==> config.mk <==
export PLATFORM = sky130hd
export DESIGN_NAME = mult_accum
export DESIGN_NICKNAME = d
export VERILOG_FILES = /design/src/rtl/mult_accum.sv
export SDC_FILE = /design/constraint.sdc
export NUM_CORES = 1
export LEC_CHECK = 0
export CORE_AREA = 2 2 159 122
export DETAILED_ROUTE_END_ITERATION = 6
export DIE_AREA = 0 0 161 124
export PLACE_DENSITY = 0.79
export SLEW_MARGIN = 20
export SYNTH_ARGS = -nofsm -noshare
export SYNTH_HDL_FRONTEND = slang
export SYNTH_SLANG_ARGS = --single-unit
==> constraint.sdc <==
create_clock -name clk -period 5.7 [get_ports clk]
set_input_delay 1.71 -clock clk [delete_from_list [all_inputs] [get_ports clk]]
set_output_delay 1.71 -clock clk [all_outputs]
set_load 0.02 [all_outputs]
==> src/rtl/mult_accum.sv <==
// Sums LEN consecutive multiplier products (one per rising edge of finish) and
// presents each completed sum on a valid/ready port with sticky overflow/overrun.
//
// state | meaning
// ACC   | no result held; collecting products
// HOLD  | acc_out valid, waiting for acc_ready; next group keeps collecting
module mult_accum #(
  parameter int N   = 32,
  parameter int G   = 8,
  parameter int LEN = 4,
  localparam int W  = 2*N + G,
  localparam int CW = $clog2(LEN + 1)
) (
  input  logic            clk,
  input  logic            reset,
  input  logic            clear,
  input  logic            finish,
  input  logic [2*N-1:0]  product,
  output logic [W-1:0]    acc_out,
  output logic            acc_valid,
  input  logic            acc_ready,
  output logic [CW-1:0]   count,
  output logic            overflow,
  output logic            overrun
);

  typedef enum logic {ACC, HOLD} state_t;

  localparam logic [CW-1:0] LAST = CW'(LEN - 1);

  state_t       state;
  logic         finish_d;
  logic [W-1:0] acc;
  logic [W:0]   sum;
  logic         ev;
  logic         last;

  assign ev   = finish & ~finish_d;
  assign sum  = {1'b0, acc} + {{(G+1){1'b0}}, product};
  assign last = (count == LAST);

  always_ff @(posedge clk) begin
    if (reset || clear) begin
      state     <= ACC;
      finish_d  <= 1'b1;
      acc       <= '0;
      count     <= '0;
      acc_out   <= '0;
      acc_valid <= 1'b0;
      overflow  <= 1'b0;
      overrun   <= 1'b0;
    end else begin
      finish_d <= finish;
      case (state)
        ACC: begin
          if (ev) begin
            if (sum[W]) overflow <= 1'b1;
            if (!last) begin
              acc   <= sum[W-1:0];
              count <= count + CW'(1);
            end else begin
              acc_out   <= sum[W-1:0];
              acc_valid <= 1'b1;
              acc       <= '0;
              count     <= '0;
              state     <= HOLD;
            end
          end
        end
        HOLD: begin
          if (acc_ready) begin
            acc_valid <= 1'b0;
            state     <= ACC;
          end
          if (ev) begin
            if (!last) begin
              if (sum[W]) overflow <= 1'b1;
              acc   <= sum[W-1:0];
              count <= count + CW'(1);
            end else if (acc_ready) begin
              // Result accepted and replaced on the same edge.
              if (sum[W]) overflow <= 1'b1;
              acc_out   <= sum[W-1:0];
              acc_valid <= 1'b1;
              acc       <= '0;
              count     <= '0;
              state     <= HOLD;
            end else begin
              overrun <= 1'b1;
            end
          end
        end
        default: state <= ACC;
      endcase
    end
  end

endmodule
==> summary.txt, run 1 <==
status -> completed
Setup Total Neg Slack -> 0 ps
vias in the first global route -> 8,429
final non-filler cell total -> 1,524
Post-Syn Nets -> 1,284
Clock Skew -> 7.40 ps
Min-Delay Startpoint -> acc_out[12]
main flop type -> dfxtp_1
clock tree sinks -> 152
post-CTS setup buffer count -> 0
post-CTS resize count -> 0
Logic power comb -> 252 uW
Initial DRT Pass Iterations -> 5
WL/cell -> 17.8 um
launch point of the worst path -> product[0]
Top non-seq family -> AND-OR/OR-AND gates
final hold slack -> 453 ps
Area leader share -> 33.6%
Mapped Area -> 9060 um^2
chip area -> 20,000 um^2
total routed wirelength -> 27.2 mm
P_int -> 1880 uW
worst r2r dst -> acc[60]
crit path time final -> 5180 ps
final net count -> 1,399
Hold EP -> acc_out[12]
critical path capture point type -> flop
die y size -> 124 um
initial DRC count -> 872
clk latency late pin -> 430 ps
top-count cell post-synth -> nand2_1
pins over their slew limit -> 0
AO/OA Area Share -> 28.3%
Synth cell types -> 67
Layout area overhead -> 24.7%
synth cell count leaders -> nand2_1, dfxtp_1, a21oi_1, nor2_1, o21ai_0
biggest regs -> acc: 72 flops, acc_out: 72 flops, count: 3 flops
Ant. Diodes -> 0
sequential power -> 1070 uW
Synth area leader -> dfxtp_1
ys flops -> 152
Tcrit/Tclk final -> 90.8%
YS warnings -> 0
grt total ovfl -> 0
Synth Area per Inst -> 7.89 um^2
Top Layout Cells -> nand2_1, dfxtp_1, clkdlybuf4s50_1
HP Class -> reg -> reg
Max Used Layer -> met4
Most common cell on crit path -> o21ai_0
Post-synth EDFFs -> 0
Net Sw Frac -> 24.3%
Fillers -> 1,656
Antenna Nets Post-Route -> 0
CTS tree -> yes
slowest stage cell, crit path -> a2111oi_0
Residual DRC -> 0
# H-tree levels -> 4
I/O pin cnt -> 147
R2R setup slack -> 1930 ps
Sequential Power Share -> 43.0%
global routing's busiest layer -> met2
hold depth -> 2
P_clk -> 1170 uW
first-pass GRT wire length -> 44.1 mm
WL met1 -> 13.2 mm
r2r startpoint -> acc[0]
VDD IR max -> 0.000174 V
number of CTS-inserted buffers -> 17
r2r worst-path depth -> 12
Final Wtd Congestion -> 0.935
M3 GR Usage -> 5.49%
Worst slew margin -> 27.7%
CTS root buffer -> clkbuf_16
Mux area share -> 0.221%
yosys cell count -> 1,149
floorplan utilization -> 49.5%
layout cells sized above 1 -> 4.93%
met2 wire len -> 11.5 mm
Simple-Gate Area Share -> 19.2%
row count -> 43
CP Buf/Inv Count -> 1
YS chip area -> 9060 um^2
post-synthesis adder-cell area fraction -> 9.20%
leak pwr -> 0.00443 uW
maximum clock rate -> 193 MHz
setup ws final -> 522 ps
cell count after placement -> 1,492
OpenROAD warning count -> 26
total number of vias -> 9,043
biggest area cells -> dfxtp_1, ha_1, nand2_1
Least-Margin Pin Slew -> 1080 ps
CP max FO -> 3
largest net degree at the start of global routing -> 60
Total GRT Usage -> 27.5%
Critical Path, Cell by Cell -> clkdlybuf4s50_1, ha_1, fa_1, a21o_1, a31o_2, a2111oi_0, nor4_1, nor3_1, o41ai_1, o21ai_0, o21a_1, xor2_1, o21ai_0
clock buffer depth -> 2
Mapped Cells -> 1,149
XORs/XNORs by Area -> 6.19%
Worst setup SP type -> primary input
RSZ-0062 raised after global routing -> false
total power -> 2490 uW
critical path endpoint -> acc[60]
met3 routed WL -> 2.02 mm
hold_buf cts -> 0
clk slew on worst S/H paths -> 60 ps
WP data required -> 5980 ps
clock share of power -> 46.9%
CP delay by family, top -> AND-OR/OR-AND gates
GR Util met1 -> 39.8%
Pwr top -> clock
Psw -> 604 uW
DP HPWL -> 19.5 mm
Power Density -> 220 nW/um^2
critical path's largest stage delay -> 660 ps
# setup viols final -> 0
Combinational Power Share -> 10.1%
Final Hold Fails -> 0
Post-synth ARST share -> 0%
most instantiated logic cell after routing -> nand2_1
run 1: stage by stage:
| step | utilization [%] | area [um^2] |
|---|---|---|
| 4_1_cts | 61.8 | 11300 |
| 3_3_place_gp | 58.5 | 10700 |
| 2_1_floorplan | - | 9060 |
| 5_1_grt | 61.8 | 11300 |
| 3_5_place_dp | 58.5 | 10700 |
| 6_report | 61.8 | 11300 |
run 1: final cells by class:
class / instances / area, um^2 / share of cell area (%)
Clock buffer: 25 / 475 / 4.21
Sequential cell: 152 / 3040 / 26.9
Inverter: 10 / 37.5 / 0.332
Timing Repair Buffer: 161 / 1570 / 13.9
Clock inverter: 7 / 118 / 1.04
Tap cell: 247 / 309 / 2.73
Multi-Input combinational cell: 922 / 5750 / 50.8
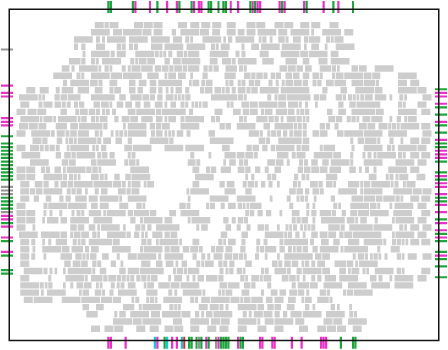
(run_1/io_placement.png)
Pins as bars across the die edge, other pins in gray.
legend:
  `count`:
    color: cyan
    pins: 3
    direction: output
    edge: bottom
  `overrun`:
    color: red
    pins: 1
    direction: output
    edge: bottom
  `product`:
    color: magenta
    pins: 64
    direction: input
    edge: 18 bottom, 18 right, 17 top, 11 left
  `acc_out`:
    color: green
    pins: 72
    direction: output
    edge: 21 left, 19 right, 17 top, 15 bottom
all pins by edge: 39 bottom, 37 left, 37 right, 34 top

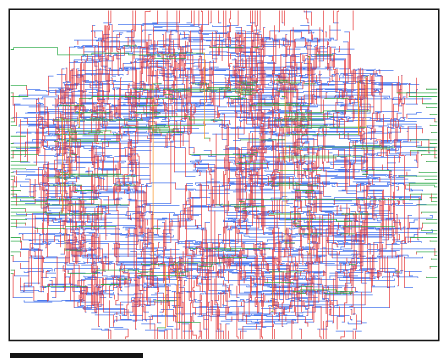
(run_1/wires.png)
The bar under the picture is 50 um long.
legend:
  metal 1:
    color: blue
    wire_length: 13,200 um
  metal 3:
    color: green
    wire_length: 2,020 um
  metal 4:
    color: orange
    wire_length: 368 um
  metal 2:
    color: red
    wire_length: 11,500 um

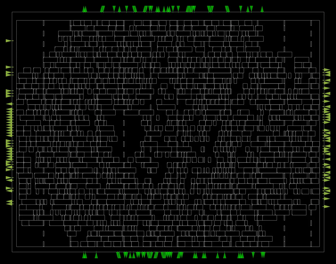
(run_1/placement.png)
Seq area share: 26.9%
Core ar.: 18,300 um^2

==> run 2: changes to the inputs <==
--- a/config.mk
+++ b/config.mk
@@ -5,10 +5,11 @@
 export SDC_FILE = /design/constraint.sdc
 export NUM_CORES = 1
 export LEC_CHECK = 0
-export CORE_AREA = 2 2 159 122
+export CORE_AREA = 2 2 180 138
 export DETAILED_ROUTE_END_ITERATION = 6
-export DIE_AREA = 0 0 161 124
-export PLACE_DENSITY = 0.79
+export DIE_AREA = 0 0 182 140
+export GPL_TIMING_DRIVEN = 1
+export PLACE_DENSITY = 0.64
 export SLEW_MARGIN = 20
 export SYNTH_ARGS = -nofsm -noshare
 export SYNTH_HDL_FRONTEND = slang
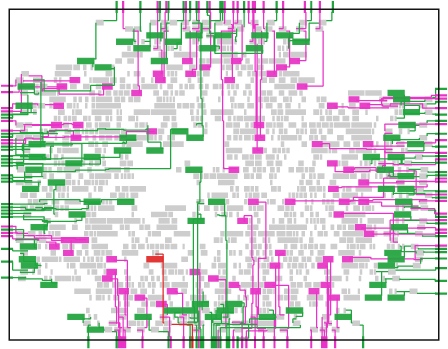
(run_2/io_fan.png)
legend:
  `overrun`:
    color: red
    bits: 1
    direction: output
    edge: bottom
    end_cells: 1
    buffers: 1
    wire: 47.6 um
  `acc_out`:
    color: green
    bits: 72
    direction: output
    edge: 22 left, 21 right, 15 bottom, 14 top
    end_cells: 72
    buffers: 72
    wire: 2,100 um
  `product`:
    color: magenta
    bits: 64
    direction: input
    edge: 21 bottom, 16 right, 16 top, 11 left
    end_cells: 65
    buffers: 64
    wire: 2,430 um

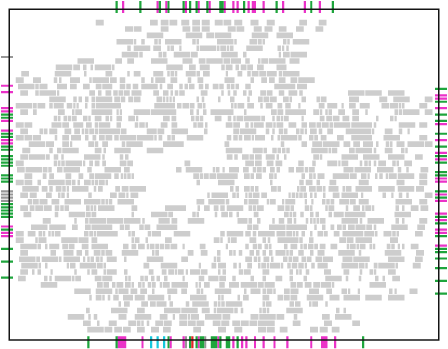
(run_2/io_placement.png)
Pins as bars across the die edge, other pins in gray.
legend:
  `product`:
    color: magenta
    pins: 64
    direction: input
    edge: 21 bottom, 16 right, 16 top, 11 left
  `acc_out`:
    color: green
    pins: 72
    direction: output
    edge: 22 left, 21 right, 15 bottom, 14 top
  `overrun`:
    color: red
    pins: 1
    direction: output
    edge: bottom
  `count`:
    color: cyan
    pins: 3
    direction: output
    edge: bottom

==> run 2 against run 1 <==
Effect of this change:
- cell area rose by 0.91%
- die area up 28%
- synthesized area unchanged
- global-route usage is 5.9 points lower
- routed wire length rose by 1.8%
- sequential power barely moved
- critical path depth rose by 1
- fmax rose by 0.29%
- hold slack better by 1.3 ps
- sequential cell count unchanged
- sequential share of layout area is 0.24 points lower
- non-clock buffer count increased by 1
- largest power group unchanged
==> summary.txt, run 2 <==
floorplan utilization -> 38.3%
CP max FO -> 3
clock buffer depth -> 2
R2R setup slack -> 1940 ps
Buffers, non-clock -> 162
final non-filler cell total -> 1,584
total power -> 2530 uW
maxcap violations -> 0
cell area after layout -> 11,400 um^2
# H-tree levels -> 4
Mux area share -> 0.221%
r2r worst-path depth -> 13
Final non-clock buffer share -> 13.9%
top cell category -> logic gates
post-CTS setup buffer count -> 0
Synth Area per Inst -> 7.89 um^2
# setup viols final -> 0
synth cell count leaders -> nand2_1, dfxtp_1, a21oi_1, nor2_1, o21ai_0
worst r2r dst -> acc[60]
most instantiated logic cell after routing -> nand2_1
pins over their slew limit -> 0
WP data required -> 5970 ps
Vias per Instance -> 5.59
AO/OA Area Share -> 28.3%
comb_multi_in -> 922
maximum clock rate -> 194 MHz
yosys cell count -> 1,149
critical path capture point type -> flop
Synth cell types -> 67
CTS root buffer -> clkbuf_16
final hold slack -> 454 ps
setup ws final -> 537 ps
hold depth -> 2
VDD IR max -> 0.000184 V
Mapped Cells -> 1,149
Initial DRT Pass Iterations -> 5
Seq area share -> 26.7%
Non-CTS inverters -> 10
first-pass GRT wire length -> 44.3 mm
Setup Total Neg Slack -> 0 ps
Top non-seq family -> AND-OR/OR-AND gates
initial DRC count -> 591
Post-synth EDFFs -> 0
Antenna Nets Post-Route -> 0
ys flops -> 152
row count -> 49
hold_buf cts -> 0
met2 wire len -> 11.5 mm
post-synthesis adder-cell area fraction -> 9.20%
total routed wirelength -> 27.7 mm
port bufs -> 146
biggest area cells -> dfxtp_1, ha_1, nand2_1
Top Layout Cells -> nand2_1, dfxtp_1, clkdlybuf4s50_1
leak pwr -> 0.00444 uW
OpenROAD warning count -> 26
Max Used Layer -> met4
Final Wtd Congestion -> 0.915
clock buffers -> 20
clk latency late pin -> 430 ps
Clock Skew -> 13.1 ps
post-CTS resize count -> 0
Ant. Diodes -> 0
total number of vias -> 8,848
final net count -> 1,400
Area leader share -> 33.6%
WL met1 -> 14.3 mm
clk slew on worst S/H paths -> 70 ps
HP Class -> reg -> reg
chip area -> 25,500 um^2
DP HPWL -> 20.4 mm
biggest regs -> acc: 72 flops, acc_out: 72 flops, count: 3 flops
logic area -> 5740 um^2
top-count cell post-synth -> nand2_1
Worst setup SP type -> primary input
Least-Margin Pin Slew -> 938 ps
Tcrit/Tclk final -> 90.6%
Total GRT Usage -> 21.6%
Hold EP -> acc_out[17]
Worst slew margin -> 37.4%
clk tree area frac -> 5.45%
Synth area leader -> dfxtp_1
Flop Count -> 152
logic share of the area -> 50.3%
Mapped Area -> 9060 um^2
clock tree sinks -> 152
vias in the first global route -> 8,180
YS warnings -> 0
Fillers -> 2,343
XORs/XNORs by Area -> 6.19%
Final Hold Fails -> 0
largest net degree at the start of global routing -> 67
CTS tree -> yes
Core ar. -> 23,700 um^2
cell count after placement -> 1,552
Post-synth ARST share -> 0%
M3 GR Usage -> 3.64%
YS chip area -> 9060 um^2
Min-Delay Startpoint -> acc_out[17]
global routing's busiest layer -> met1
sequential cell area -> 3040 um^2
I/O pin cnt -> 147
Simple-Gate Area Share -> 19.2%
GR Util met1 -> 33.4%
crit path time final -> 5160 ps
Placed Area -> 10,800 um^2
Final Util -> 48.2%
Layout area overhead -> 25.9%
RSZ-0062 raised after global routing -> false
Tap Count -> 306
r2r startpoint -> acc[0]
Post-Syn Nets -> 1,284
WL/cell -> 17.5 um
Residual DRC -> 0
number of CTS-inserted buffers -> 17
status -> completed
layout cells sized above 1 -> 5.40%
die y size -> 140 um
main flop type -> dfxtp_1
grt total ovfl -> 0
met3 routed WL -> 1.69 mm
Power Density -> 222 nW/um^2
[run 2: worst max path at each step]
stage	start	end	cells past startpoint
final	product[0]	acc[60]	14
after global routing	product[2]	acc[71]	13
after CTS	product[0]	acc[60]	14
after detailed placement	product[0]	acc[60]	14
after global placement	product[0]	acc[60]	14
after floorplan	product[0]	acc[60]	12
[run 2: report_power, final]
group	total, uW	internal, uW	switching, uW
registers	1070	1070	2.51
clock network	1210	720	490
logic	252	104	147
total	2530	1890	639
[run 2: worst max-delay path, cell delays in order]
cell             delay, ps
clkdlybuf4s50_1        410
ha_1                   240
fa_1                   420
a21o_1                 200
a31o_2                 280
a2111oi_0              450
buf_4                  190
nor4_1                  50
nor3_1                 390
o41ai_1                180
o21ai_0                410
o21a_1                 230
xor2_1                 160
o21ai_0                120
==> run 3: changes to the inputs <==
--- a/config.mk
+++ b/config.mk
@@ -5,11 +5,11 @@
 export SDC_FILE = /design/constraint.sdc
 export NUM_CORES = 1
 export LEC_CHECK = 0
-export CORE_AREA = 2 2 180 138
+export CORE_AREA = 2 2 223 170
 export DETAILED_ROUTE_END_ITERATION = 6
-export DIE_AREA = 0 0 182 140
+export DIE_AREA = 0 0 225 172
 export GPL_TIMING_DRIVEN = 1
-export PLACE_DENSITY = 0.64
+export PLACE_DENSITY = 0.47
 export SLEW_MARGIN = 20
 export SYNTH_ARGS = -nofsm -noshare
 export SYNTH_HDL_FRONTEND = slang
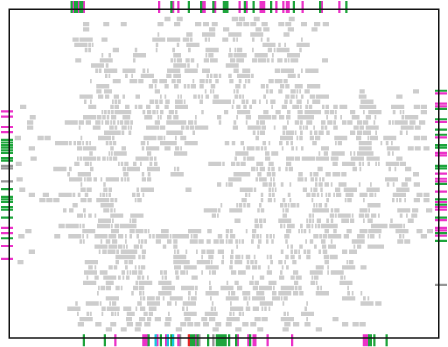
(run_3/io_placement.png)
Pins as bars across the die edge, other pins in gray.
legend:
  `count`:
    color: cyan
    pins: 3
    direction: output
    edge: bottom
  `product`:
    color: magenta
    pins: 64
    direction: input
    edge: 21 top, 18 right, 17 bottom, 8 left
  `acc_out`:
    color: green
    pins: 72
    direction: output
    edge: 23 bottom, 18 top, 16 left, 15 right
  `overrun`:
    color: red
    pins: 1
    direction: output
    edge: bottom
all pins by edge: 47 bottom, 39 top, 34 right, 27 left

==> run 3 against run 2 <==
Effect of this change:
- cell area increased by 2.0%
- sequential power about the same
- hold slack got worse by 2.6 ps
==> summary.txt, run 3 <==
total power -> 2500 uW
DP HPWL -> 23.8 mm
Synth Area per Inst -> 7.89 um^2
Most common cell on crit path -> o21ai_0
VDD IR max -> 0.000204 V
cell count after placement -> 1,725
Total GRT Usage -> 16.5%
Ant. Diodes -> 0
Post-synth EDFFs -> 0
Final Hold Fails -> 0
CTS root buffer -> clkbuf_16
WL/cell -> 18.1 um
R2R setup slack -> 1890 ps
maximum clock rate -> 193 MHz
grt total ovfl -> 0
yosys cell count -> 1,149
Hold EP -> acc_out[23]
Final Wtd Congestion -> 0.862
most instantiated logic cell after routing -> nand2_1
clock buffer depth -> 2
Initial DRT Pass Iterations -> 5
total routed wirelength -> 31.9 mm
Layout area overhead -> 28.4%
launch point of the worst path -> product[2]
worst r2r dst -> acc[71]
WP data required -> 6030 ps
Fillers -> 3,890
Tcrit/Tclk final -> 91.0%
hold depth -> 2
Setup Total Neg Slack -> 0 ps
Synth cell types -> 67
number of CTS-inserted buffers -> 17
OpenROAD warning count -> 26
Placed Area -> 11,000 um^2
critical path endpoint -> acc[71]
Simple-Gate Area Share -> 19.2%
# setup viols final -> 0
Mapped Area -> 9060 um^2
final hold slack -> 452 ps
r2r startpoint -> acc[3]
Post-synth ARST share -> 0%
port bufs -> 146
clk tree area frac -> 5.05%
first-pass GRT wire length -> 49.6 mm
top cell category -> logic gates
maxcap violations -> 0
comb_multi_in -> 922
chip area -> 38,700 um^2
HP Class -> reg -> reg
critical path's largest stage delay -> 590 ps
final non-filler cell total -> 1,757
hold_buf cts -> 0
layout cells sized above 1 -> 5.91%
CP Buf/Inv Count -> 3
Final non-clock buffer share -> 14.0%
AO/OA Area Share -> 28.3%
slowest stage cell, crit path -> a2111oi_1
Antenna Nets Post-Route -> 0
Worst setup SP type -> primary input
Non-CTS inverters -> 10
main flop type -> dfxtp_1
row count -> 61
total number of vias -> 8,809
post-CTS resize count -> 0
I/O pin cnt -> 147
Area leader share -> 33.6%
YS chip area -> 9060 um^2
Residual DRC -> 0
status -> completed
# H-tree levels -> 4
CP delay by family, top -> AND-OR/OR-AND gates
clock tree sinks -> 152
die y size -> 172 um
initial DRC count -> 607
r2r worst-path depth -> 13
clk latency late pin -> 440 ps
XORs/XNORs by Area -> 6.19%
Post-Syn Nets -> 1,284
biggest area cells -> dfxtp_1, ha_1, nand2_1
clk slew on worst S/H paths -> 70 ps
Min-Delay Startpoint -> acc_out[23]
Top Layout Cells -> nand2_1, dfxtp_1, clkdlybuf4s50_1
logic area -> 5740 um^2
top-count cell post-synth -> nand2_1
floorplan utilization -> 24.8%
ys flops -> 152
Clock Skew -> 14.9 ps
RSZ-0062 raised after global routing -> false
vias in the first global route -> 8,556
post-CTS setup buffer count -> 0
Tap Count -> 472
Buffers, non-clock -> 169
Mapped Cells -> 1,149
post-synthesis adder-cell area fraction -> 9.20%
largest net degree at the start of global routing -> 45
Vias per Instance -> 5.01
YS warnings -> 0
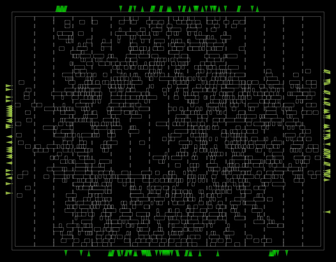
(run_3/placement.png)
Core ar.: 36,600 um^2
Flop Count: 152
Final Util: 31.8%
Seq area share: 26.2%

[run 3: layer usage]
| metal | track usage, % | part of all wire [%] |
|---|---|---|
| met3 | 3.59 | 5.1 |
| met1 | 24.3 | 53 |
| met4 | 3.48 | 1.0 |
| met2 | 24.5 | 41 |
| met5 | 0 | 0 |
[run 3: worst reg2reg max path, stage by stage (launching register included)]
cell       delay [ps]
dfxtp_1           320
ha_1              350
o21ai_0           130
o21ai_0           360
nand4_1           280
a2111oi_1         590
o41ai_1           180
buf_4             180
a31oi_1           420
o21ai_0           180
buf_4             180
nor2b_1           240
a2bb2oi_1         210
mux2i_1           100
[run 3: power by group]
group          switching [uW]  internal, uW  leakage (uW)
clock                     509           660      0.000276
combinational             154           105       0.00295
sequential               2.57          1070       0.00122
total                     665          1830       0.00445

==> gallery <==
Routed clock nets over the placement.
Plate I
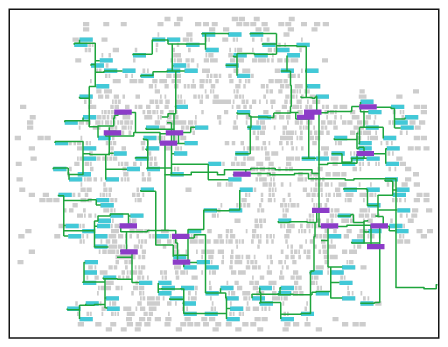
Plate II
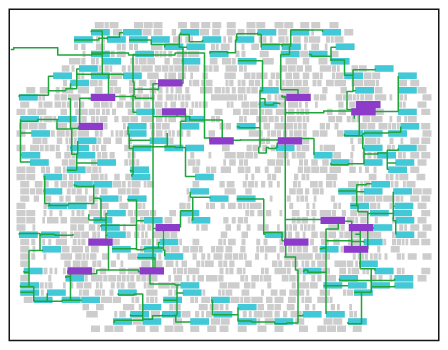
- Plate II = run 1
- Plate I = run 3

No activity file was given, so power comes from the tool's default toggle rates.
